Design mtr_ramp_ctrl_flat, sky130hd; sources not shown.
Signal metal coverage by tile:
(3 px per um) 24 x 24 tiles, from black (low) to pale yellow (high), scaled to the fullest tile. Values are wire area over tile area, all layers added.
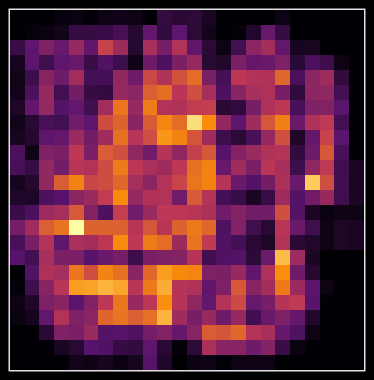
13% of the tiles are nearly empty. The emptiest ninth of the die: south-east. The densest ninth of the die: centre. The fullest tile reaches 0.73. 18% of the tiles are over half the peak. The mean over all tiles is 0.22.
number of vias in the routed layout: 6,541
Total GRT Usage: 0.2724
overall routed net length: 19,380 um
Routed WL per cell: 18.51 um

Cells by drive strength:
(4 px per um)
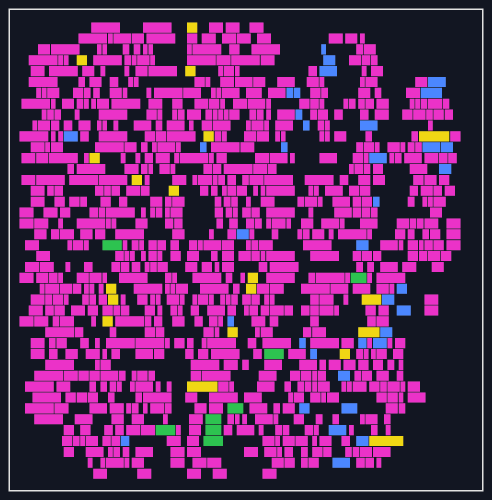
Key: blue = _2 cells [cells 36, share 4.1%]; yellow = _3 and _4 cells [cells 19, share 2.2%]; green = _6 and larger [cells 8, share 0.92%]; magenta = _0 and _1 cells [cells 808, share 93%]
synthesis-to-layout area growth: 13.50%
post-layout instance area: 7172 um2
Signal buffers: 95

Where the registers sit:
(3 px per um) Other sequential cells in the stronger grey, the rest of the logic in the fainter grey.
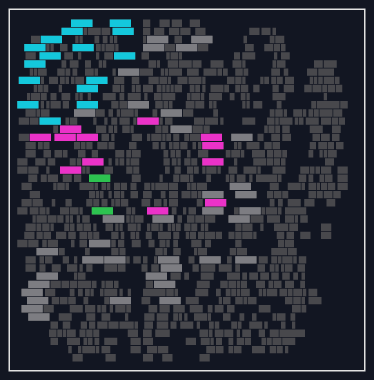
Key: cyan = `u_core.pre_cnt` [flops 16, where north-west]; magenta = `u_core.tgt_r` [flops 12]; green = `u_core.state` [flops 2]
Another 36 sequential cells are not coloured.
flop share of the area: 0.1842
register area: 1321 um2
final core utilization: 0.5525

==> deck_impl_summary.md <==
Implementation Results

Power and ir drop
  • Combinational power share: 0.386
  • NetSw: 407.4 uW
  • Sw Ratio: 0.3694
  • P_int: about 700 uW
  • Worst IR drop on VDD: 0.1149 mV
  • Clk network pwr share: 0.214
  • Leak pwr: 2.826 nW
  • Reg power frac: 0.400

Synth
  • Largest area contributor in the netlist: dfxtp_1
  • Post-synth regs: 66
  • Synth Area per Inst: approximately 7.9 um2
  • Cell area leaders: dfxtp_1 21%, ha_1 9.3%, nor2_1 5.5%, a21oi_1 3.7%, xnor2_1 3.6%
  • EDFF count, synth: 0
  • Unique cell types: ~91
  • Asr flop ratio synth: 0
  • Synthesized instance count: 803
  • Yosys Instances: between 800 and 900
  • Synth Warn #: 0
  • Post-synth seq share: 0.2091
  • Synth top cells by count: 92 x nor2_1, 66 x dfxtp_1, 53 x inv_1
  • Synth top cell by count: nor2_1
  • Yosys Chip Area: 6319 um2
  • Max-area cell share: 0.2091
  • Top FF cell, synth: dfxtp_1
  • Synthesized cell area: 6319 um2

Setup path
  • Worst path cell trace: inv_1, ha_1, fa_1, nand2b_1, a211oi_2, nor4bb_1, nor2_1, nand2_1, ha_1, o21a_1, o21a_1, o21a_1, o211ai_1, nand2_1, o41a_1, xnor2_1, mux2i_1, a211oi_1
  • CP Capture Type: register
  • Critical path's top delay family: AND-OR/OR-AND gates
  • CP Depth: 18
  • Worst EP arrival: around 5.2 ns
  • Slowest CP cell: nor2_1
  • FF-to-FF setup slack: 1.32 ns
  • Worst Path Required: 6.50 ns
  • Buf/Inv on CP: 1
  • Crit-path most repeated cell: o21a_1
  • CP max stage delay: 0.51 ns
  • Crit path kind: register to register

Timing
  • Actual slew at the worst max-slew pin: roughly 0.68 ns
  • Setup WS post-layout: 1.324 ns
  • Final Hold Viols: 0
  • Fin crit period: approximately 5 ns
  • Final setup vio count: 0
  • Post-layout period usage: 0.7864
  • Unrepaired setup endpoints after global routing: no
  • Pins Over Slew Limit: 0
  • Highest clock rate: 205.1 MHz
  • Setup tns final: 0 ns
  • Worst slew margin: 0.5474

Floorplan
  • Init Core Util: 0.4868
  • Die Ht: 120 um
  • Die Footprint: roughly 14,000 um2
  • I/O pin cnt: 55
  • Die width: 118 um

Clock tree
  • TritonCTS clock tree: yes
  • Post-CTS sizing: 0
  • Clock Tree Root: clkbuf_4
  • CTS Hold Bufs: 0
  • H-tree depth: 3
  • Clk_lat worst skew: 0.43 ns
  • CTS Buffer Depth: 2
  • Sink Count: 66
  • CTS Buf Count: 9
  • # Post-CTS Setup Buffers: 0

Route
  • Initial DRT Pass Iterations: 5
  • Antenna Nets Post-Route: 0
  • DRC violations left: 0
  • Avg Vias per Cell: 6.247
  • Initial DRC Count: 527

Global routing
  • Largest net degree at the start of global routing: 11
  • GRT overflow: 0
  • First-pass GRT wire length: 30,930 um
  • Initial antenna violation count: 0

Place
  • GPL Wtd Cong: 0.9179
  • Placed Cells incl. Taps: approximately 1,000
  • Dpl hpwl: 15,390 um
  • Port Buffers: 53

Hold path
  • Min-delay worst type: register to register
  • Hold Path Depth: 1

Status
  • Status: finished, final reports clean

Layout
  • Max reg flops: 16
  • Layout cell share with drive strength beyond 1: 0.07233
  • Final-stage net count: 944
  • Non-filler cells in the finished layout: 1,047

Run
  • Max cap viols: 0
  • OpenROAD warning count: 26
## cells by family (layout without fill, tap and decap cells)
family / count (synthesis) / count (layout) / synth area share
flops: 66 / 66 / 0.2091
simple gates: 316 / 316 / 0.2808
mux: 22 / 22 / 0.03505
buf+inv: 96 / 164 / 0.07287
fa+ha+maj: 49 / 49 / 0.09941
compound gates: 207 / 207 / 0.2376
xor+xnor: 47 / 47 / 0.06515
## through the flow
step | hold WS [ns] | total power [mW] | area [um2] | utilization
6_report | 0.4198 | 1.103 | 7172 | 0.5525
5_1_grt | 0.4493 | 1.161 | 7172 | 0.5525
4_1_cts | 0.4310 | 1.097 | 7172 | 0.5525
3_5_place_dp | 0.4069 | 0.8654 | 7069 | 0.5446
3_3_place_gp | 0.3944 | 0.8542 | 7069 | 0.5446
2_1_floorplan | 0.3798 | 0.7556 | 6319 | -
## worst register-to-register path: cells and delay by family, from the launching register on
kind                       cells  cell delay, ns
AOI/OAI and AO/OA              7            1.78
xor gates and xnor gates       1            0.16
adders and majority gates      3            0.97
buffers and inverters          1            0.10
DFF                            1            0.43
muxes                          1            0.11
and+or+nand+nor                5            1.18
## routing by layer
layer	global-route usage	wire length, um	vias up
met1	0.3748	8816	3143
met3	0.04800	1418	39
li1	-	-	3085
met5	0	0	-
met2	0.4393	8761	274
met4	0.07455	385	0
## power groups by stage
stage          Combinational, mW  Sequential [mW]  Clock, mW
2_1_floorplan              0.309            0.446          0
3_3_place_gp               0.404            0.450          0
3_5_place_dp               0.415            0.450          0
4_1_cts                    0.418            0.441      0.238
5_1_grt                    0.464            0.442      0.254
6_report                   0.426            0.441      0.236
## area by class of cell
type,instances,area [um2]
Tap cell,176,220.2
Inverter,54,202.7
Timing Repair Buffer,53,530.5
Fill cell,1306,5808
Clock buffer,11,82.58
Clock inverter,4,20.02
Buffer,42,257.7
Sequential cell,66,1321
Multi-Input combinational cell,641,4537
## cells in the final DEF (no fill, tap or decap), types with 18 or more instances in the layout
master	netlist	final
nor3_1	27	27
mux2i_1	21	21
dfxtp_1	66	66
xnor2_1	26	26
nand2b_1	28	28
o21ai_0	19	19
nand2_1	30	30
clkbuf_1	19	19
inv_1	53	53
xor2_1	21	21
o21a_1	18	18
ha_1	47	47
a21oi_1	47	47
nor2_1	92	92
nand3_1	23	23
clkdlybuf4s50_1	0	53
No activity file was given, so power comes from the tool's default toggle rates.
